### config.mk
export PLATFORM = sky130hd
export DESIGN_NAME = xor8_arbiter
export DESIGN_NICKNAME = d
export VERILOG_FILES = /design/src/rtl/xor8_arbiter.sv
export SDC_FILE = /design/constraint.sdc
export NUM_CORES = 1
export LEC_CHECK = 0
export CAP_MARGIN = 20
export CORE_MARGIN = 2
export CORE_UTILIZATION = 35
export DETAILED_ROUTE_END_ITERATION = 6
export PLACE_DENSITY = 0.78
export SKIP_CTS_REPAIR_TIMING = 1
export SLEW_MARGIN = 20
export SYNTH_ARGS = -nofsm -noshare
export SYNTH_HDL_FRONTEND = slang
export SYNTH_SLANG_ARGS = --single-unit
export TNS_END_PERCENT = 1
### constraint.sdc
create_clock -name clk -period 1.7 [get_ports clk]
set_input_delay 0.17 -clock clk [delete_from_list [all_inputs] [get_ports clk]]
set_output_delay 0.17 -clock clk [all_outputs]
set_load 0.02 [all_outputs]
### src/rtl/xor8_arbiter.sv
// xor8_arbiter
//   Shares one 8-bit XOR datapath among NREQ requesters. One pending request is
//   granted per cycle (round-robin by default) when the one-entry response
//   buffer can accept. The result a^b is registered together with the index of
//   the requester that produced it.
//
// Ports
//   clk, rst          : clock, synchronous active-high reset
//   req_valid[NREQ]   : requester i has an operand pair pending
//   req_ready[NREQ]   : one-hot grant (combinational)
//   req_a/req_b       : operands, requester i uses [8i+7:8i]
//   rsp_valid         : response buffer full
//   rsp_ready         : downstream accepts response
//   rsp_data, rsp_id  : registered a^b and producing requester index
//   busy              : rsp_valid | (|req_valid)
//
// Configuration
//   XOR8_ARB_FIXED_PRIO_EN : when defined, lowest valid index always wins and
//                            the round-robin pointer is tied to 0.

module xor8 (
   input  logic [7:0] a,
   input  logic [7:0] b,
   output logic [7:0] y
);
   assign y = a ^ b;
endmodule

module xor8_arbiter #(
   parameter int NREQ = 4
) (
   input  logic                clk,
   input  logic                rst,
   input  logic [NREQ-1:0]     req_valid,
   output logic [NREQ-1:0]     req_ready,
   input  logic [8*NREQ-1:0]   req_a,
   input  logic [8*NREQ-1:0]   req_b,
   output logic                rsp_valid,
   input  logic                rsp_ready,
   output logic [7:0]          rsp_data,
   output logic [2:0]          rsp_id,
   output logic                busy
);

   typedef enum logic {EMPTY, FULL} state_t;

   state_t            state;
   logic [2:0]        rr_ptr;
   logic              can_accept;
   logic              gnt_any;
   logic [2:0]        gnt_idx;
   logic [NREQ-1:0]   gnt;
   logic [7:0]        op_a, op_b, xor_y;

   assign rsp_valid  = (state == FULL);
   assign can_accept = !rsp_valid | rsp_ready;
   assign busy       = rsp_valid | (|req_valid);
   assign req_ready  = gnt;

   // Two-pass scan: first indices at/after rr_ptr, then the wrapped ones below
   // it. The first hit wins, which yields the lowest index modulo NREQ starting
   // at rr_ptr. The operand mux for the shared XOR unit rides along.
   always_comb begin
      gnt     = '0;
      gnt_any = 1'b0;
      gnt_idx = 3'd0;
      op_a    = 8'h00;
      op_b    = 8'h00;
      if (!rst && can_accept) begin
         for (int i = 0; i < NREQ; i++) begin
            if (!gnt_any && req_valid[i] && (3'(i) >= rr_ptr)) begin
               gnt_any = 1'b1;
               gnt_idx = 3'(i);
               gnt[i]  = 1'b1;
               op_a    = req_a[8*i +: 8];
               op_b    = req_b[8*i +: 8];
            end
         end
         for (int i = 0; i < NREQ; i++) begin
            if (!gnt_any && req_valid[i] && (3'(i) < rr_ptr)) begin
               gnt_any = 1'b1;
               gnt_idx = 3'(i);
               gnt[i]  = 1'b1;
               op_a    = req_a[8*i +: 8];
               op_b    = req_b[8*i +: 8];
            end
         end
      end
   end

   xor8 u_xor8 (
      .a (op_a),
      .b (op_b),
      .y (xor_y)
   );

   // Response buffer. A grant always (re)fills; draining without a grant
   // empties but leaves data/id untouched.
   always_ff @(posedge clk) begin
      if (rst) begin
         state    <= EMPTY;
         rsp_data <= 8'h00;
         rsp_id   <= 3'd0;
      end else if (gnt_any) begin
         state    <= FULL;
         rsp_data <= xor_y;
         rsp_id   <= gnt_idx;
      end else if (rsp_ready) begin
         state    <= EMPTY;
      end
   end

`ifdef XOR8_ARB_FIXED_PRIO_EN
   assign rr_ptr = 3'd0;
`else
   // Pointer moves only on a grant, to the slot just past the winner.
   always_ff @(posedge clk) begin
      if (rst)
         rr_ptr <= 3'd0;
      else if (gnt_any)
         rr_ptr <= (gnt_idx == 3'(NREQ-1)) ? 3'd0 : gnt_idx + 3'd1;
   end
`endif

endmodule
### Drive-strength map, run 1

Scale: 4 px per µm.
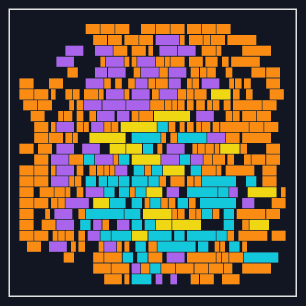
legend:
  orange:
    size: drive 1 or less
    cells: 231
    most_used: clkdlybuf4s50_1
  yellow:
    size: drive 6 and up
    cells: 17
    most_used: buf_6
  cyan:
    size: drive 3 to 4
    cells: 51
    most_used: buf_4
  purple:
    size: drive 2
    cells: 54
    most_used: o22ai_2
synth-to-layout area growth: 104%
non-clock buffer total of the final layout: 134
PnR worst setup slack: -0.136 ns

### Sequential cells colored by netlist name, run 1

Scale: 4 px per µm.
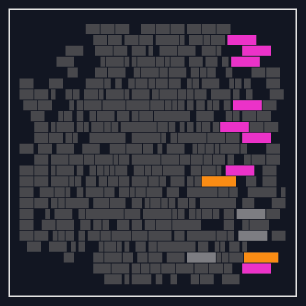
legend:
  orange:
    name_in_the_netlist: `rr_ptr`
    flops: 2
  magenta:
    name_in_the_netlist: `rsp_data`
    flops: 8
Register Area: 268 µm²
sequential share of cell area: 8.25%

==> impl_metrics.csv, run 1 <==
group,metric,value,unit
final_timing,fin_ws,-0.136,ns
final_timing,fmax,545,MHz
final_timing,setup_viol,11,
synthesis,simple_gate_share,23.3,%
worst_setup_path,path_max_fanout,7,
layout,regMostFlops,"rsp_data",
clock_network,clock_path_buffers,2,
synthesis,ys_top_cells_by_count,"a21oi_1 (38), o22ai_1 (32), nand3_1 (26)",
power,powerDensity,546,nW/µm²
status,failed_checks,"negative setup slack",
layout,largest_reg_flops,8,
synthesis,top_cells_by_area,"dfxtp_1 (16%), o22ai_1 (13%), a21oi_1 (12%), nand3_1 (8.2%), a211oi_2 (7.1%)",
power,power.net_switching,0.664,mW
die,chipArea,5100,µm²
layout,fin_nets,426,
power,vdd_drop_max,0.000268,V
hold_path,hp-class,"flop to flop",
drt,ant_nets,0,
final_timing,finalSetupTns,-0.623,ns
final_timing,fin_crit,1.84,ns
status,outcome,"finished, violations left",
die,dieWidth,71.4,µm
final_timing,drv_slew,0,
global_route,antenna_found_initial,0,
synthesis,edf_count,0,
synthesis,yosys.area.top_type,"dfxtp_1",
layout,final_cell_mix,"clkdlybuf4s50_1 (77), buf_4 (35), a21oi_1 (29), nand3_1 (26), nand2_1 (21)",
power,seqPwrFrac,22.5,%
### Met3 routing, run 1

Scale: 4 px per µm. Cells faint in the background.
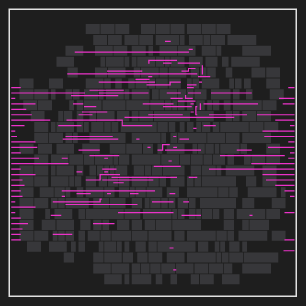
share of all routed wire: 10%
main direction: horizontal
wire length on this layer: 760 µm
DR vias: 2,483
WL final: 7.62 mm
met3 Track Usage GR: 2.95%

### Cell placement, run 1

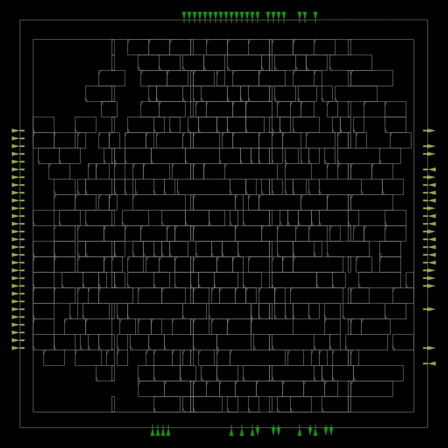
fillers: 281
tap cell count: 52
Rows: 24
CORE AREA: 4350 µm²

[run 1: routing by layer]
layer	part of all wire, %	GRT usage [%]	up-vias
met5	0	0	-
met1	40	32.2	1129
met3	10	2.95	42
li1	-	-	1113
met4	3.9	7.76	0
met2	46	40.8	199
[run 1: path summary, 6_finish.rpt]
path	from	to	cells past startpoint	slack, ns
max	rr_ptr[0]	rsp_data[0]	9	-0.14
min	rsp_data[3]	rsp_data[3]	2	0.46
max reg2reg	rr_ptr[0]	rsp_data[0]	9	-0.14
min reg2reg	rsp_data[3]	rsp_data[3]	2	0.46
[run 1: power groups by stage]
| stage | Clock [mW] | Sequential, mW | Combinational [mW] |
|---|---|---|---|
| 4_1_cts | 0.273 | 0.395 | 0.913 |
| 3_3_place_gp | 0 | 0.399 | 0.896 |
| 5_1_grt | 0.299 | 0.407 | 1.15 |
| 2_1_floorplan | 0 | 0.457 | 0.424 |
| 3_5_place_dp | 0 | 0.401 | 0.909 |
| 6_report | 0.279 | 0.399 | 1.09 |
[run 1: tightest hold or removal path: stages, from the launching register on]
cell     delay (ns)
dfxtp_1        0.31
nand3_1        0.06
o21ai_1        0.05
[run 1: final cells by class]
cell class                      count  area (µm²)  area share [%]
Inverter                            6        25.0           0.771
Timing Repair Buffer              134        1360            41.8
Sequential cell                    13         268            8.25
Clock buffer                        4        45.0            1.39
Multi-Input combinational cell    196        1490            45.8
Tap cell                           52        65.1            2.01
[run 1: stage by stage]
| step | util, % | cell area (µm²) |
|---|---|---|
| 3_5_place_dp | 62.8 | 2730 |
| 2_1_floorplan | - | 1650 |
| 3_3_place_gp | 62.8 | 2730 |
| 4_1_cts | 63.8 | 2780 |
| 6_report | 74.5 | 3240 |
| 5_1_grt | 74.5 | 3240 |
==> run 1 -> run 2 <==
MAX_ROUTING_LAYER = met4   (was unset)
### Met3 routing, run 2

Scale: 4 px per µm. Cells faint in the background.
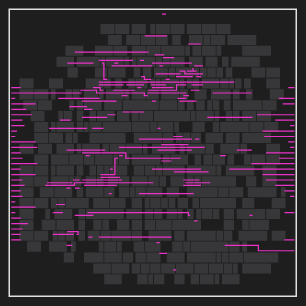
longest straight run: 33.6 µm
share of all routed wire: 9.9%
nets with wire on the layer: 107
wire length on this layer: 780 µm
main direction: horizontal
DR vias: 2,534
met3 Track Usage GR: 2.11%

==> run 2 against run 1 <==
The run still ends with negative setup slack left. Combinational power about the same. Setup slack got worse by 0.017 ns. Register-to-register slack worse by 0.02 ns. Sequential share of layout area about the same. Critical path depth unchanged. Maximum frequency fell by 0.93%. Sequential power is essentially flat. Routed wire length up 3.7%. Core utilization increased by 0.26 points. Critical path type unchanged.
==> impl_metrics.csv, run 2 <==
group,metric,value,unit
status,outcome,"finished, violations left",
status,failed_checks,"negative setup slack",
global_route,grtUsageMet1,33.3,%
layout,utilization,74.8,%
hold_path,hp-class,"flop to flop",
layout,regMostFlops,"rsp_data",
global_route,gr-max-usage-layer,"met2",
synthesis,yosysWarningCount,0,
layout,fin_nets,426,
final_timing,fin_ws,-0.153,ns
layout,largest_reg_flops,8,
final_timing,finalSetupTns,-0.835,ns
die,chipArea,5100,µm²
final_timing,drv_slew,0,
final_timing,fin_crit,1.85,ns
die,rows,24,
final_timing,fmax,540,MHz
global_route,grt_pass1_vias,2245,
synthesis,yosys.area.top_type,"dfxtp_1",
global_route,antenna_found_initial,0,
layout,final_cell_mix,"clkdlybuf4s50_1 (77), buf_4 (35), a21oi_1 (29), nand3_1 (26), nand2_1 (21)",
clock_network,clock_path_buffers,2,
final_timing,rsz0062_at_grt,"true",
synthesis,ff_type,"dfxtp_1",
worst_setup_path,path_max_fanout,9,
drt,ant_nets,0,
final_timing,setup_viol,11,
synthesis,ys_top_cells_by_count,"a21oi_1 (38), o22ai_1 (32), nand3_1 (26)",
drt,drt_wl_total,7.90,mm
synthesis,top_cells_by_area,"dfxtp_1 (16%), o22ai_1 (13%), a21oi_1 (12%), nand3_1 (8.2%), a211oi_2 (7.1%)",
synthesis,edf_count,0,
power,vdd_drop_max,0.000268,V
global_route,met2_usage,40.4,%
power,powerDensity,547,nW/µm²
### Drive-strength map, run 2

Scale: 4 px per µm.
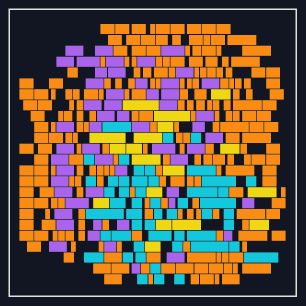
legend:
  yellow:
    size: drive 6 and up
    cells: 18
    most_used: buf_6
  purple:
    size: drive 2
    cells: 54
    most_used: o22ai_2
  orange:
    size: drive 1 or less
    cells: 230
    most_used: clkdlybuf4s50_1
  cyan:
    size: drive 3 to 4
    cells: 51
    most_used: buf_4
Post-Layout Inst Area: 3260 µm²
synth-to-layout area growth: 105%

run 2: cell counts after synthesis:
No cell type changed its count.
run 2: path summary, 6_finish.rpt:
path	startpoint	end	slack (ns)	depth (start not counted)
min	rsp_data[3]	rsp_data[3]	0.46	2
max reg2reg	rr_ptr[0]	rsp_data[5]	-0.15	9
max	rr_ptr[0]	rsp_data[5]	-0.15	9
min reg2reg	rsp_data[3]	rsp_data[3]	0.46	2
run 2: power breakdown:
| part | internal (mW) | switching [mW] | leakage, nW |
|---|---|---|---|
| clock network | 0.166 | 0.113 | 0.0228 |
| logic | 0.582 | 0.520 | 1.12 |
| registers | 0.361 | 0.0382 | 0.109 |
| total | 1.11 | 0.671 | 1.26 |
run 2: per-layer routing:
metal / part of all wire [%] / vias to the layer above / wire length, µm
li1: - / 1117 / -
met1: 39 / 1159 / 3110
met2: 46 / 211 / 3640
met3: 9.9 / 47 / 780
met4: 4.7 / 0 / 370
met5: 0 / - / 0
run 2: final cells by class:
type / instances / area, µm²
well taps: 52 / 65.1
multi-input cells: 196 / 1490
fillers: 278 / 1100
flip-flops and latches: 13 / 268
repair buffers: 134 / 1360
clock buffers: 4 / 45.0
inverters: 6 / 25.0
run 2: stage by stage:
stage               power (mW)  area, µm²  cells
detailed placement        1.31       2730    393
global placement          1.30       2730    393
finish                    1.78       3260    405
floorplan                0.881       1650    237
global route              1.87       3260    405
CTS                       1.58       2780    397
run 2: logic make-up (layout without fill, tap and decap cells):
group                      Yosys count  in the layout  share of synthesized area [%]
adders and majority gates            1              1                          0.787
AOI/OAI and AO/OA                  106            106                           44.1
xor gates and xnor gates             8              8                           4.41
buffers and inverters               28            144                           10.9
other                                1              1                          0.236
and+or+nand+nor                     80             80                           23.3
DFF                                 13             13                           16.4
==> run 2 -> run 3 <==
CORE_UTILIZATION = 38   (was 35)
PLACE_DENSITY = 0.79   (was 0.78)
SLEW_MARGIN = unset   (was 20)
SYNTH_HIERARCHICAL = 1   (was unset)
### Cell placement, run 3

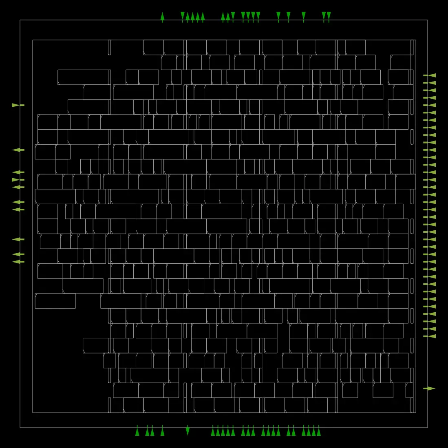
sequential share of cell area: 7.72%
Rows: 25
fin cells: 456
tap cell count: 67
CORE AREA: 4750 µm²

==> run 3 against run 2 <==
The run still ends with negative setup slack left. Critical path depth is the same. Critical endpoint is now rsp_data[1]. Die size grew 8.5%. Largest power group unchanged. Non-clock buffer count grew 10. Sequential share of layout area shrank 0.50 points. Core utilization shrank 2.9 points.
==> impl_metrics.csv, run 3 <==
group,metric,value,unit
status,outcome,"finished, violations left",
status,failed_checks,"negative setup slack",
power,power.net_switching,0.670,mW
synthesis,yosys.area.top_type,"dfxtp_1",
final_timing,setup_viol,12,
placed_design,dpl_cell_area,3170,µm²
die,dieWidth,74.4,µm
final_timing,fin_crit,2.08,ns
global_route,antenna_found_initial,0,
drt,ant_nets,0,
power,powerDensity,503,nW/µm²
worst_setup_path,crit_end,"rsp_data[1]",
final_timing,fin_ws,-0.384,ns
synthesis,edf_count,0,
synthesis,yosysWarningCount,6,
worst_setup_path,r2r_slack,-0.38,ns
worst_setup_path,cp-startpoint,"rr_ptr[1]",
final_timing,drv_slew,0,
worst_setup_path,crit_cells,9,
layout,regMostFlops,"rsp_data",
### Met3 routing, run 3

Scale: 4 px per µm. Cells faint in the background.
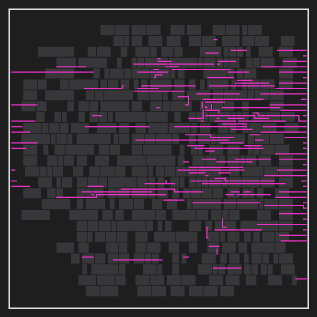
wire length on this layer: 899 µm
longest straight run: 23.0 µm
share of all routed wire: 10%
main direction: horizontal
WL final: 8.59 mm
DR vias: 2,836
met3 Track Usage GR: 4.47%

[run 3: per-stage QoR]
stage	hold slack (ns)	util [%]
4_1_cts	0.471	67.7
3_3_place_gp	0.448	66.8
6_report	0.467	71.9
3_5_place_dp	0.456	66.8
2_1_floorplan	0.350	-
5_1_grt	0.493	71.9
[run 3: kinds of logic after synthesis]
group                    synth area share, %
AND/OR/NAND/NOR                         23.1
buffers and inverters                   9.24
other                                  0.199
flip-flops                              13.8
AND-OR/OR-AND                           49.2
XOR/XNOR                                3.72
adder cells (fa/ha/maj)                0.665
[run 3: final cells by class]
| cell class | instances | area, µm² |
|---|---|---|
| Inverter | 5 | 18.8 |
| Sequential cell | 13 | 264 |
| Fill cell | 382 | 1340 |
| Timing Repair Buffer | 144 | 1370 |
| Clock inverter | 1 | 5.00 |
| Multi-Input combinational cell | 223 | 1640 |
| Tap cell | 67 | 83.8 |
| Clock buffer | 3 | 41.3 |
[run 3: power by group through the flow]
stage | clock network, mW | logic [mW] | registers [mW]
floorplan | 0 | 0.440 | 0.410
global placement | 0 | 0.946 | 0.381
detailed placement | 0 | 0.957 | 0.379
CTS | 0.298 | 0.964 | 0.374
global route | 0.306 | 1.12 | 0.380
finish | 0.287 | 1.06 | 0.375
[run 3: layer usage]
layer	track usage (%)	wire (µm)	vias to the layer above
li1	-	-	1288
met1	38.8	3440	1307
met2	47.1	4060	213
met3	4.47	898	28
met4	10.1	203	0
met5	-	0	-
[run 3: worst register-to-register path, stage by stage (launching register included)]
cell and delay [ns]:
dfxtp_4 0.36, o21bai_4 0.17, a22o_1 0.20, and3b_2 0.29, buf_12 0.17, a221oi_1 0.29
o32ai_1 0.15, xor2_1 0.19, nand2_1 0.07, o21ai_0 0.07

==> notes/layouts.md <==
Pictures saved along the way, in no particular order.

Placed cells, one color a class.
Scale: 6 px per µm.
panel A
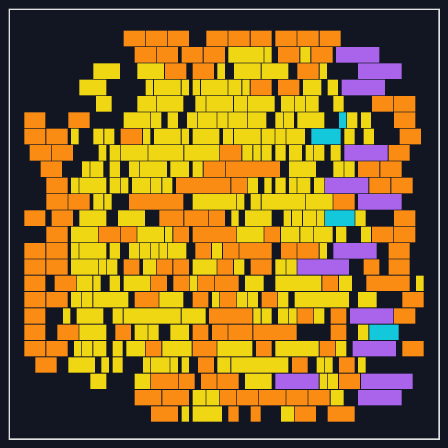
panel B
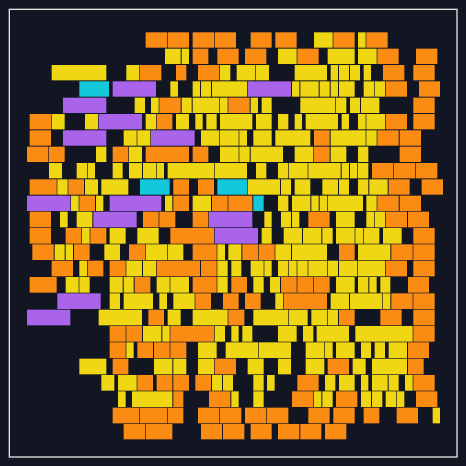
panel B -> run 3
panel A -> run 1

Power is estimated from default activity; no workload was simulated.
